$ cat src/rtl/pc_update_unit.sv
// pc_update_unit: program counter and EPC ownership for the multicycle CPU.
// Picks the next PC from the sequential, branch, jump, jr, rte and exception
// sources. A misaligned redirect target is trapped to the exception vector
// and the faulting PC is captured into EPC.
module pc_update_unit #(
    parameter logic [31:0] RESET_PC   = 32'h0000_0000,
    parameter logic [31:0] EXC_VECTOR = 32'h0000_00FC
) (
    input  logic        clk,
    input  logic        reset,
    input  logic        pc_write,
    input  logic        pc_write_cond,
    input  logic [1:0]  branch_type,
    input  logic        zero,
    input  logic        neg,
    input  logic [2:0]  pc_source,
    input  logic [31:0] alu_result,
    input  logic [31:0] alu_out,
    input  logic [31:0] reg_a,
    input  logic [25:0] jump_offset,
    input  logic        epc_write,
    input  logic [31:0] epc_in,
    output logic [31:0] pc,
    output logic [31:0] epc,
    output logic [31:0] jump_target,
    output logic        addr_exc
);

    typedef enum logic [1:0] {
        BR_BEQ  = 2'b00,
        BR_BNE  = 2'b01,
        BR_BLEZ = 2'b10,
        BR_BGTZ = 2'b11
    } br_e;

    typedef enum logic [2:0] {
        SRC_SEQ    = 3'b000,
        SRC_BRANCH = 3'b001,
        SRC_JUMP   = 3'b010,
        SRC_JR     = 3'b011,
        SRC_RTE    = 3'b100,
        SRC_EXC    = 3'b101
    } src_e;

    logic        cond;
    logic        we;
    logic [31:0] cand;
    logic        cand_valid;
    logic        cand_checked;
    logic        trap;

    // Jump target is built from the already-incremented registered PC.
    assign jump_target = {pc[31:28], jump_offset, 2'b00};

    // Branch condition decode from the ALU flags.
    always_comb begin
        cond = 1'b0;
        case (br_e'(branch_type))
            BR_BEQ:  cond = zero;
            BR_BNE:  cond = ~zero;
            BR_BLEZ: cond = zero | neg;
            BR_BGTZ: cond = ~zero & ~neg;
            default: cond = 1'b0;
        endcase
    end

    assign we = pc_write | (pc_write_cond & cond);

    // Next-PC candidate select; reserved codes produce no write at all.
    always_comb begin
        cand         = pc;
        cand_valid   = 1'b1;
        cand_checked = 1'b0;
        case (pc_source)
            SRC_SEQ:    cand = alu_result;
            SRC_BRANCH: begin cand = alu_out; cand_checked = 1'b1; end
            SRC_JUMP:   cand = jump_target;
            SRC_JR:     begin cand = reg_a;   cand_checked = 1'b1; end
            SRC_RTE:    begin cand = epc;     cand_checked = 1'b1; end
            SRC_EXC:    cand = EXC_VECTOR;
            default:    cand_valid = 1'b0;
        endcase
    end

    // Only register-sourced redirects can be misaligned.
    assign trap = we & cand_checked & (cand[1:0] != 2'b00);

    // PC / EPC / trap-pulse registers; trap capture beats an EPC load.
    always_ff @(posedge clk) begin
        if (reset) begin
            pc       <= RESET_PC;
            epc      <= 32'h0;
            addr_exc <= 1'b0;
        end else begin
            addr_exc <= trap;
            if (trap) begin
                pc  <= EXC_VECTOR;
                epc <= pc;
            end else begin
                if (we && cand_valid)
                    pc <= cand;
                if (epc_write)
                    epc <= epc_in;
            end
        end
    end

endmodule

$ cat config.mk
export PLATFORM = sky130hd
export DESIGN_NAME = pc_update_unit
export DESIGN_NICKNAME = d
export VERILOG_FILES = /design/src/rtl/pc_update_unit.sv
export SDC_FILE = /design/constraint.sdc
export NUM_CORES = 1
export LEC_CHECK = 0
export CAP_MARGIN = 10
export CORE_MARGIN = 5
export CORE_UTILIZATION = 42
export CTS_BUF_LIST = sky130_fd_sc_hd__clkbuf_4
export DETAILED_ROUTE_END_ITERATION = 8
export PLACE_DENSITY_LB_ADDON = 0.05
export SLEW_MARGIN = 30
export SYNTH_ARGS = -nofsm -noshare
export SYNTH_HDL_FRONTEND = slang
export SYNTH_SLANG_ARGS = --single-unit
$ cat constraint.sdc
create_clock -name clk -period 2.7 [get_ports clk]
set_input_delay 0.54 -clock clk [delete_from_list [all_inputs] [get_ports clk]]
set_output_delay 0.54 -clock clk [all_outputs]
set_load 0.01 [all_outputs]
Figure 1. Selected gate families.
Drawn at 4 px/µm.
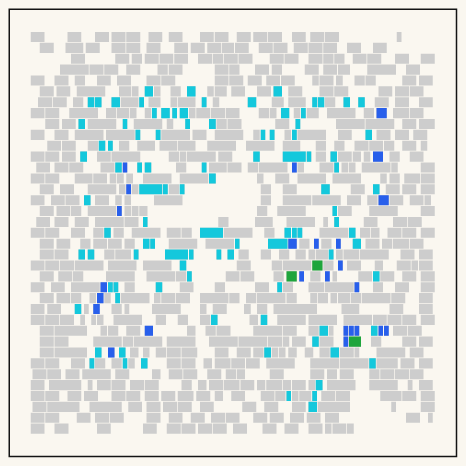
Key: green = AND-OR and OR-AND gates [cells 3]; cyan = NOR gates [cells 97]; blue = NAND gates [cells 25]

Figure 2. Track usage over the die.
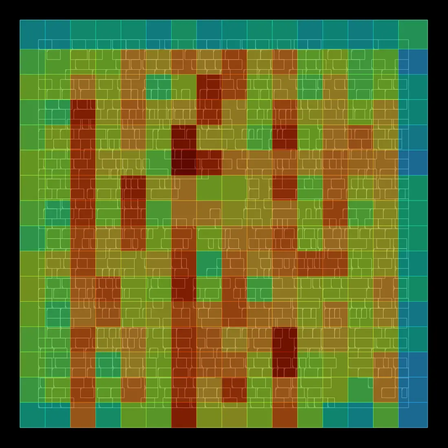
gr usage total: 26.2%
global-route layer with the greatest usage: met2
grt met2 use: 46.9%
met1 track demand over resource in global routing: 30.1%
met3 capacity usage during global routing: 8.53%

Figure 3. Metal 4.
Drawn at 4 px/µm. Supply wires on this layer in gray.
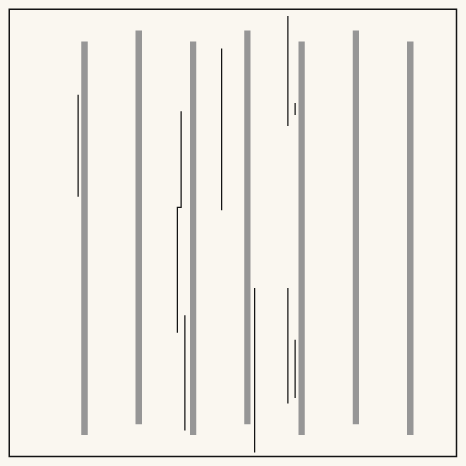
The wires run mostly vertical. The layer holds 1.6% of the routed length.
final routed wirelength across all metal layers: 16,800 µm
Vias: 4,708

Figure 4. A small window of the routed layout.
Window x 41 to 71, y 18 to 48 µm. Cells in gray, sequential cells in the stronger gray; small squares are vias.
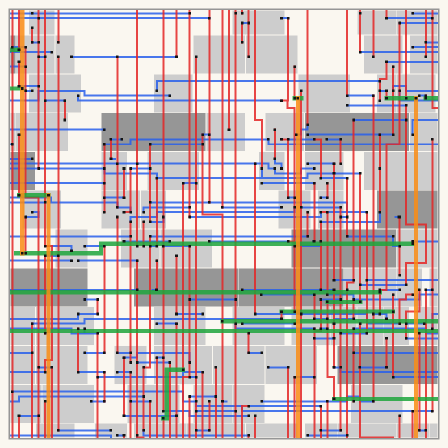
Key: red = metal 2; green = metal 3; blue = metal 1; orange = metal 4
Most frequent: clkdlybuf4s50_1 (14), dfxtp_1 (8). 60 logic cells have their middle in the window. Sequential cells in the window: 8. Netlist names of flops here include `epc` (4), `pc` (4).

==> CHANGELOG.md <==
### Implementation results

- Power Internal: just under 2 mW
- Estimated wirelength of the detail-placed design: 12,800 µm
- Most used cells in the layout excluding fill and tap cells: 255 x clkdlybuf4s50_1, 65 x dfxtp_1, 56 x mux2i_1
- Yosys cell types: 39
- Run status: complete, no violations
- Pwr/cell area: approximately 420 nW/µm²
- Antenna violations before repair: 0
- Maximum fanout along the worst path: 2
- DRC marker count from the first detailed-route iteration: 232
- Part of the total power dissipated in sequential elements: 39.1%
- CP startpoint kind: input port
- Buffers from clock root to sink, at most: 2
- Clock input transition at the sequential cells of the worst setup and hold paths: 110 ps
- Non-clock inverter count in the final layout: 10
- Post-route cell area: 6950 µm²
- Slowest Stage Delay on Critical Path: 550 ps
- Die W: around 110 µm
- Post-synth mux share: between 10% and 20%
- Cell chain of the critical path: clkdlybuf4s50_1 -> clkdlybuf4s50_1
- Number of multi-input combinational cells in the layout: 345
- Final ANT Viol Nets: 0
- Flops & latches, synth: 65
- Hold/Removal Path Class: flip-flop to flip-flop
- Clock root buffer master: clkbuf_4
- Utilization after layout: 68.3%
- Capture point of the critical path: jump_target[19]
- CTS tree: done
- Final cell count without fillers: 855
- Clock buf/inv share: between 1.5 and 2%
- Final worst clock skew: approximately 13 ps
- Worst path setup slack after routing: around 570 ps
- Sequential cell count: 65
- Least-Margin Pin Slew: just over 700 ps
- Number of endpoints failing setup at the final stage: 0
- Detailed Routing Iterations Pass 1: 4
- DRT met1 WL: 6510 µm
- Wire length of the first global-routing pass: 26,300 µm
- Num CTS Buffers: 9
- Top layer used by detailed routing: met4
- Gp weighted congestion: 0.842
- Routed wl met2: between 8000 and 9000 µm
- Total cell area at the placement stage: 6820 µm²
- Antenna diode instance count: 0
- Setup TNS: 0 ps
- Synthesized-area fraction occupied by xor and xnor cells: 0%
- Number of cells on the worst hold path: 2
- Cell type group with the largest total delay on the critical path: buffers and inverters
- Power of the combinational group: 1.10 mW
- Final period utilization: 79.0%
- Largest registers in the final layout: epc x32, pc x32, addr_exc x1
- Worst setup path startpoint: jump_offset[17]
- Adder Share, Synth: 0%
- Clock buffer count in the final layout: 12
- Yosys synthesis chip area: 4320 µm²
- WL per Instance: 19.7 µm
- Biggest consumer: sequential cells
- Gate Count Post-Synth: 498
- Multi-input logic portion of the cell area: between 30% and 40%
- CP Capture Type: output port
- Largest net degree at the start of global routing: 33
- Hold path endpoint: pc[19]
- Area used by sequential logic in the layout: 1300 µm²
- Share of synthesized cell area in and-or and or-and compound cells: a little under a quarter
- Latency at later pin: 430 ps
- Placed cell count: 839
- Type of the setup path with the least slack: input port to output port
- CP Buf/Inv Count: 2
- Number of flops mapped to enable cells by yosys: 0
- Count of cells along the worst register-to-register path: 6
Power and IR drop assume default switching activity.
